## src/rtl/serial_adder_if.sv

```systemverilog
// rtl/serial_adder_if.sv - request/result bundle between a client and the serial adder
interface serial_adder_if #(
   parameter int WIDTH = 8
);
   logic             start;
   logic [WIDTH-1:0] a;
   logic [WIDTH-1:0] b;
   logic             cin;
   logic             busy;
   logic             done;
   logic [WIDTH-1:0] sum;
   logic             cout;
   logic             overflow;

   modport master (
      output start, a, b, cin,
      input  busy, done, sum, cout, overflow
   );

   modport slave (
      input  start, a, b, cin,
      output busy, done, sum, cout, overflow
   );
endinterface

```

## src/rtl/serial_adder.sv

```systemverilog
// rtl/serial_adder.sv - digit-serial adder, DIGIT bits per cycle, registered sum/carry/overflow
module serial_adder #(
   parameter int WIDTH = 8,
   parameter int DIGIT = 1
) (
   input logic           clk,
   input logic           rst_n,
   serial_adder_if.slave bus
);
   localparam int N  = WIDTH / DIGIT;
   localparam int CW = (N > 1) ? $clog2(N) : 1;

   generate
      if (WIDTH < 1 || WIDTH > 64 || DIGIT < 1 || (WIDTH % DIGIT) != 0) begin : g_bad_params
         $error("serial_adder: WIDTH must be 1..64 and a multiple of DIGIT");
      end
   endgenerate

   typedef enum logic [1:0] {IDLE, RUN, DONE} state_t;

   state_t           state;
   logic [WIDTH-1:0] a_sr;
   logic [WIDTH-1:0] b_sr;
   logic [WIDTH-1:0] res;
   logic             carry;
   logic [CW-1:0]    cnt;

   logic [DIGIT:0]   dsum;
   logic [WIDTH-1:0] res_next;
   logic             msb_cin;

   // The final digit's sum MSB and operand MSBs recover the carry into bit WIDTH-1.
   always_comb begin
      dsum     = {1'b0, a_sr[DIGIT-1:0]} + {1'b0, b_sr[DIGIT-1:0]} + {{DIGIT{1'b0}}, carry};
      res_next = (res >> DIGIT) | (WIDTH'(dsum[DIGIT-1:0]) << (WIDTH - DIGIT));
      msb_cin  = a_sr[DIGIT-1] ^ b_sr[DIGIT-1] ^ dsum[DIGIT-1];
   end

   always_ff @(posedge clk or negedge rst_n) begin
      if (!rst_n) begin
         state        <= IDLE;
         a_sr         <= '0;
         b_sr         <= '0;
         res          <= '0;
         carry        <= 1'b0;
         cnt          <= '0;
         bus.busy     <= 1'b0;
         bus.done     <= 1'b0;
         bus.sum      <= '0;
         bus.cout     <= 1'b0;
         bus.overflow <= 1'b0;
      end else begin
         case (state)
            IDLE: begin
               bus.done <= 1'b0;
               if (bus.start) begin
                  a_sr     <= bus.a;
                  b_sr     <= bus.b;
                  carry    <= bus.cin;
                  res      <= '0;
                  cnt      <= '0;
                  bus.busy <= 1'b1;
                  state    <= RUN;
               end
            end
            RUN: begin
               a_sr  <= a_sr >> DIGIT;
               b_sr  <= b_sr >> DIGIT;
               res   <= res_next;
               carry <= dsum[DIGIT];
               cnt   <= cnt + 1'b1;
               if (cnt == CW'(N - 1)) begin
                  bus.sum      <= res_next;
                  bus.cout     <= dsum[DIGIT];
                  bus.overflow <= msb_cin ^ dsum[DIGIT];
                  bus.busy     <= 1'b0;
                  bus.done     <= 1'b1;
                  state        <= DONE;
               end
            end
            DONE: begin
               bus.done <= 1'b0;
               state    <= IDLE;
            end
            default: begin
               bus.busy <= 1'b0;
               bus.done <= 1'b0;
               state    <= IDLE;
            end
         endcase
      end
   end
endmodule

```

## src/flat_wrapper.sv

```systemverilog
// flat-port wrapper written by rule: the top's interface ports become plain ports
module serial_adder_flat 
#(
   parameter int WIDTH = 8,
   parameter int DIGIT = 1
)
  (clk, rst_n, bus_start, bus_a, bus_b, bus_cin, bus_busy, bus_done, bus_sum, bus_cout, bus_overflow);
  serial_adder_if #(.WIDTH(WIDTH)) bus_i ();
  input logic clk;
  input logic rst_n;
  input wire logic [$bits(bus_i.start)-1:0] bus_start;
  input wire logic [$bits(bus_i.a)-1:0] bus_a;
  input wire logic [$bits(bus_i.b)-1:0] bus_b;
  input wire logic [$bits(bus_i.cin)-1:0] bus_cin;
  output wire logic [$bits(bus_i.busy)-1:0] bus_busy;
  output wire logic [$bits(bus_i.done)-1:0] bus_done;
  output wire logic [$bits(bus_i.sum)-1:0] bus_sum;
  output wire logic [$bits(bus_i.cout)-1:0] bus_cout;
  output wire logic [$bits(bus_i.overflow)-1:0] bus_overflow;
  assign bus_i.start = bus_start;
  assign bus_i.a = bus_a;
  assign bus_i.b = bus_b;
  assign bus_i.cin = bus_cin;
  assign bus_busy = bus_i.busy;
  assign bus_done = bus_i.done;
  assign bus_sum = bus_i.sum;
  assign bus_cout = bus_i.cout;
  assign bus_overflow = bus_i.overflow;
  serial_adder #(.WIDTH(WIDTH), .DIGIT(DIGIT)) u_core (.clk(clk), .rst_n(rst_n), .bus(bus_i));
endmodule
```

## config.mk

```make
export PLATFORM = sky130hd
export DESIGN_NAME = serial_adder_flat
export DESIGN_NICKNAME = d
export VERILOG_FILES = /design/src/rtl/serial_adder_if.sv /design/src/rtl/serial_adder.sv /design/src/flat_wrapper.sv
export SDC_FILE = /design/constraint.sdc
export NUM_CORES = 1
export LEC_CHECK = 0
export CORE_UTILIZATION = 41
export DETAILED_ROUTE_END_ITERATION = 7
export GPL_TIMING_DRIVEN = 0
export SLEW_MARGIN = 20
export SYNTH_ARGS = -nofsm -noshare
export SYNTH_HDL_FRONTEND = slang
export SYNTH_SLANG_ARGS = --single-unit
```

## constraint.sdc

```tcl
create_clock -name clk -period 1.8 [get_ports clk]
set_input_delay 0.18 -clock clk [delete_from_list [all_inputs] [get_ports clk]]
set_output_delay 0.18 -clock clk [all_outputs]
set_load 0.03 [all_outputs]
```

==> impl_metrics.csv, run 1 <==
group,metric,value,unit
run_status,run_status,"complete, no violations",
timing,setup-violations-final,0,
grt,grt_pass1_wl,5710,um
finish,drive_above_1_share,0.200,
placement,gp_congestion,0.720,
grt,grt_pass1_vias,1179,
clock_network,clkLatencyLatePin,290,ps
drt,avgRoutedWirePerCell,14.1,um
logic_synthesis,synth.distinct_cells,26,
logic_synthesis,edf_count,0,
floorplanning,num_rows,24,
worst_setup_path,cp_max_fo,10,
floorplanning,die_y,69.1,um
logic_synthesis,area_leaders,"dfrtp_1, mux2i_1, a22o_1",
grt,grtUsageMet1,0.205,
grt,grt_max_degree,32,
power,static-leakage-power,0.00112,uW
logic_synthesis,top_cells_by_count,"dfrtp_1, nand2_1, mux2i_1",
placement,placed_cell_area,0.00224,mm^2
worst_setup_path,r2r_end,"u_core.bus.sum[4]",
timing,post-route-min-period,1560,ps
power,p_sw,1520,uW
finish,clkCellAreaFrac,0.0370,
timing,tns,0,ps
floorplanning,core_area,0.00435,mm^2
grt,busiest_layer,"met2",
drt,detail-route-antenna-nets,0,
finish,finalInstanceArea,0.00233,mm^2
finish,top_regs,"u_core.a_sr x8, u_core.b_sr x8, u_core.bus.sum x8",
logic_synthesis,synth_seq_share,0.556,
drt,first_pass_iters,4,
logic_synthesis,logic_family,"AND-OR/OR-AND gates",
drt,wl_met2,1520,um
finish,flops,41,
timing,period_used_share,0.867,
grt,use_met2,0.238,
clock_network,ctsHoldBuffers,1,
[run 1: placed cells by master (no fill, tap or decap), types with 2 or more instances in the layout]
| cell type | netlist | routed |
|---|---|---|
| a22o_1 | 10 | 10 |
| o21ai_0 | 9 | 9 |
| xnor2_1 | 3 | 3 |
| nand2_1 | 16 | 16 |
| o21ai_2 | 6 | 6 |
| clkbuf_8 | 0 | 6 |
| a2bb2oi_1 | 2 | 2 |
| mux2_4 | 5 | 5 |
| o22a_1 | 2 | 2 |
| mux2i_1 | 13 | 13 |
| buf_6 | 7 | 7 |
| nor2_1 | 3 | 3 |
| mux2_2 | 4 | 4 |
| inv_1 | 5 | 5 |
| dfrtp_1 | 41 | 41 |
| clkdlybuf4s50_1 | 0 | 30 |
| buf_2 | 2 | 3 |
| ha_1 | 2 | 2 |
Run 1, sequential cells grouped by signal name:
The bar under the picture is 20 um long. Other sequential cells in the stronger gray, the rest of the logic in the fainter gray.
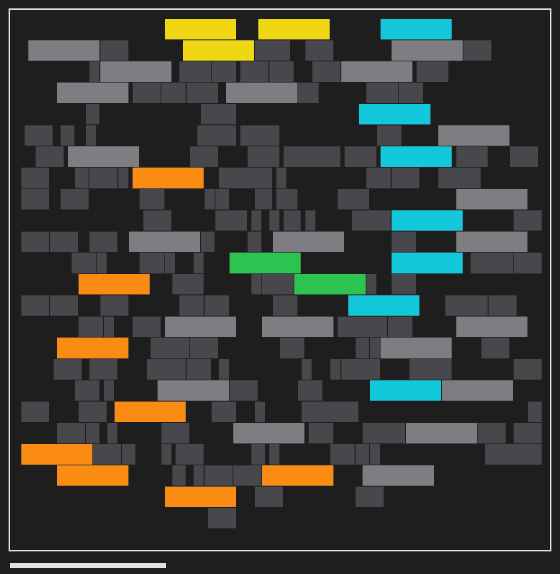
`u_core.state`: drawn in green, flops 2. `u_core.a_sr`: drawn in orange, flops 8. `u_core.res`: drawn in cyan, flops 7. `u_core.cnt`: drawn in yellow, flops 3.
Another 21 sequential cells are not colored.
final core occ: 0.536
power in sequential cells: 1620 uW
Seq/total area: 0.440
FF/Latch Area: 0.00103 mm^2

Run 1, placed standard cells:
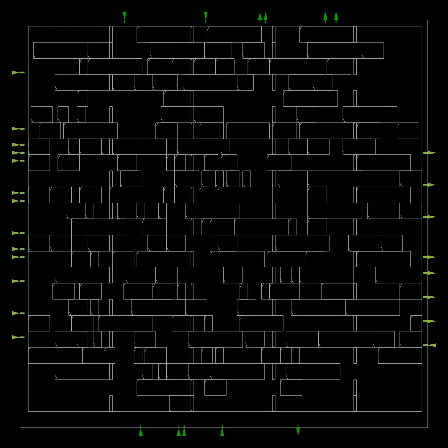
Fillers: 367
tap cells: 52

Run 1, clock network drawn from the DEF:
The bar under the picture is 20 um long.
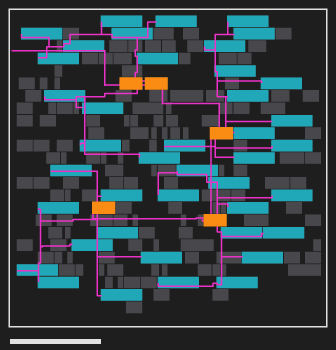
clock-net drivers: drawn in orange, count 5. clock wires: drawn in magenta, length 509 um. flip-flops: drawn in cyan, count 41.
Position of the flops: widely spread.

--- run 2 (diff from run 1) ---
--- a/config.mk
+++ b/config.mk
@@ -5,6 +5,7 @@
 export SDC_FILE = /design/constraint.sdc
 export NUM_CORES = 1
 export LEC_CHECK = 0
+export CAP_MARGIN = 10
 export CORE_UTILIZATION = 41
 export DETAILED_ROUTE_END_ITERATION = 7
 export GPL_TIMING_DRIVEN = 0
Run 2, sizing map:
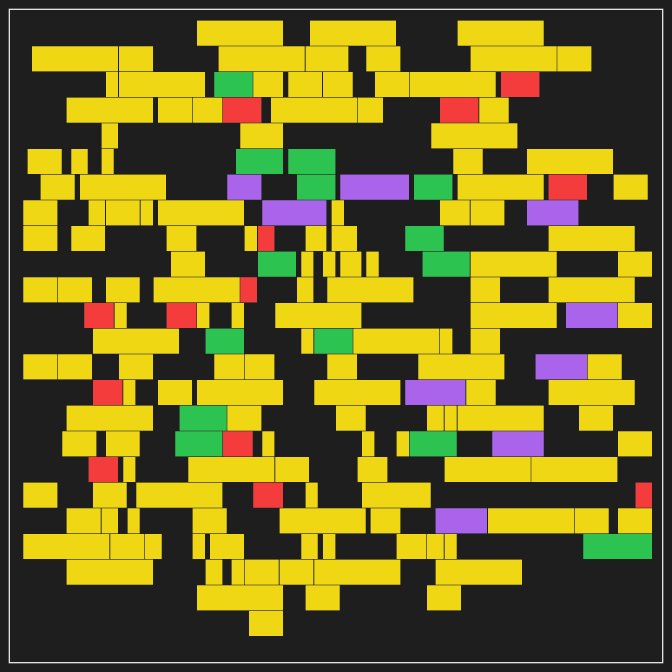
x6 and larger: drawn in green, cells 14, share 7.8%. x1 and smaller: drawn in yellow, cells 144, share 80%. x3 and x4: drawn in purple, cells 9, share 5.0%. x2: drawn in red, cells 13, share 7.2%.
design area: 0.00233 mm^2
P&R area growth vs syn: 26.4%

==> run 2 against run 1 <==
Effect of this change: critical path type unchanged; clock skew unchanged; highest routed layer unchanged; utilization did not move; die area is the same; critical path depth stayed put; combinational power about the same; global-route usage stayed put; cell area did not move; synthesized cell count unchanged; worst setup slack stayed put; via count stayed put; largest cell class unchanged; synthesized area unchanged; non-clock buffer count is the same.
==> impl_metrics.csv, run 2 <==
group,metric,value,unit
run_status,run_status,"complete, no violations",
logic_synthesis,logic_family,"AND-OR/OR-AND gates",
grt,grt_pass1_vias,1179,
floorplanning,die_y,69.1,um
timing,setup-violations-final,0,
power,p_sw,1520,uW
timing,period_used_share,0.867,
grt,grt_max_degree,32,
finish,layout_top_cell,"dfrtp_1",
logic_synthesis,area_leaders,"dfrtp_1, mux2i_1, a22o_1",
timing,tns,0,ps
clock_network,ctsHoldBuffers,1,
placement,gp_congestion,0.720,
drt,first_pass_iters,4,
placement,placed_cell_area,0.00224,mm^2
clock_network,clkLatencyLatePin,290,ps
grt,use_met2,0.238,
grt,grt_pass1_wl,5710,um
finish,final_util,0.536,
logic_synthesis,synth.distinct_cells,26,
power,static-leakage-power,0.00112,uW
grt,busiest_layer,"met2",
logic_synthesis,edf_count,0,
drt,avgRoutedWirePerCell,14.1,um
timing,post-route-min-period,1560,ps
finish,top_regs,"u_core.a_sr x8, u_core.b_sr x8, u_core.bus.sum x8",
finish,final_cell_mix,"dfrtp_1, clkdlybuf4s50_1, nand2_1",
finish,regArea,0.00103,mm^2
finish,drive_above_1_share,0.200,
grt,grtUsageMet1,0.205,
drt,detail-route-antenna-nets,0,
worst_setup_path,cp_max_fo,10,
Run 2, sequential cells grouped by signal name:
The bar under the picture is 20 um long. Other sequential cells in the stronger gray, the rest of the logic in the fainter gray.
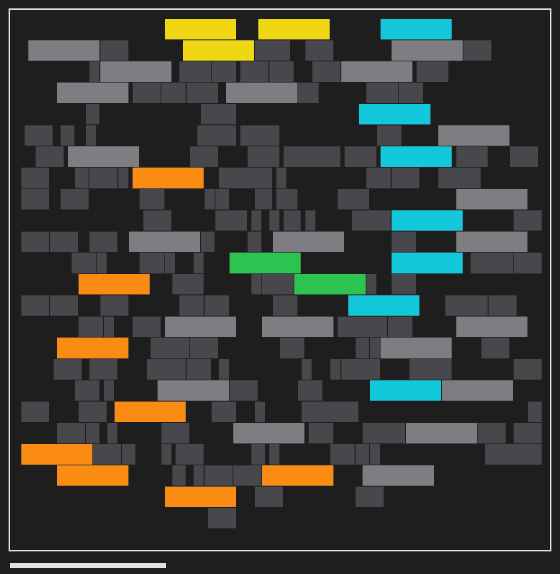
`u_core.res`: drawn in cyan, flops 7. `u_core.a_sr`: drawn in orange, flops 8. `u_core.state`: drawn in green, flops 2. `u_core.cnt`: drawn in yellow, flops 3.
Another 21 sequential cells are not colored.

## run 2: cell counts in the layout (fill, tap and decap cells not counted)
Identical to the previous run, type by type.
## run 2: final cells by class
type	instances	share of cell area
plain buffers	9	0.0381
flip-flops and latches	41	0.440
inverters	5	0.00805
well taps	52	0.0279
repair buffers	33	0.144
multi-input cells	85	0.305
clock buffers	7	0.0370
## run 2: cell families (layout without fill, tap and decap cells)
kind of cell / count (synthesis) / count (layout)
flops: 41 / 41
fa+ha+maj: 3 / 3
compound gates: 35 / 35
xor+xnor: 3 / 3
mux: 22 / 22
simple gates: 22 / 22
buf+inv: 14 / 54
## run 2: power groups by stage
stage	clock network, uW	registers, uW	logic (uW)
global route	670	1680	2180
CTS	626	1620	2030
detailed placement	0	1640	2030
finish	604	1620	2000
floorplan	0	1830	1260
global placement	0	1620	1980
Power figures rest on the tool's default switching activity, not on a simulated workload.
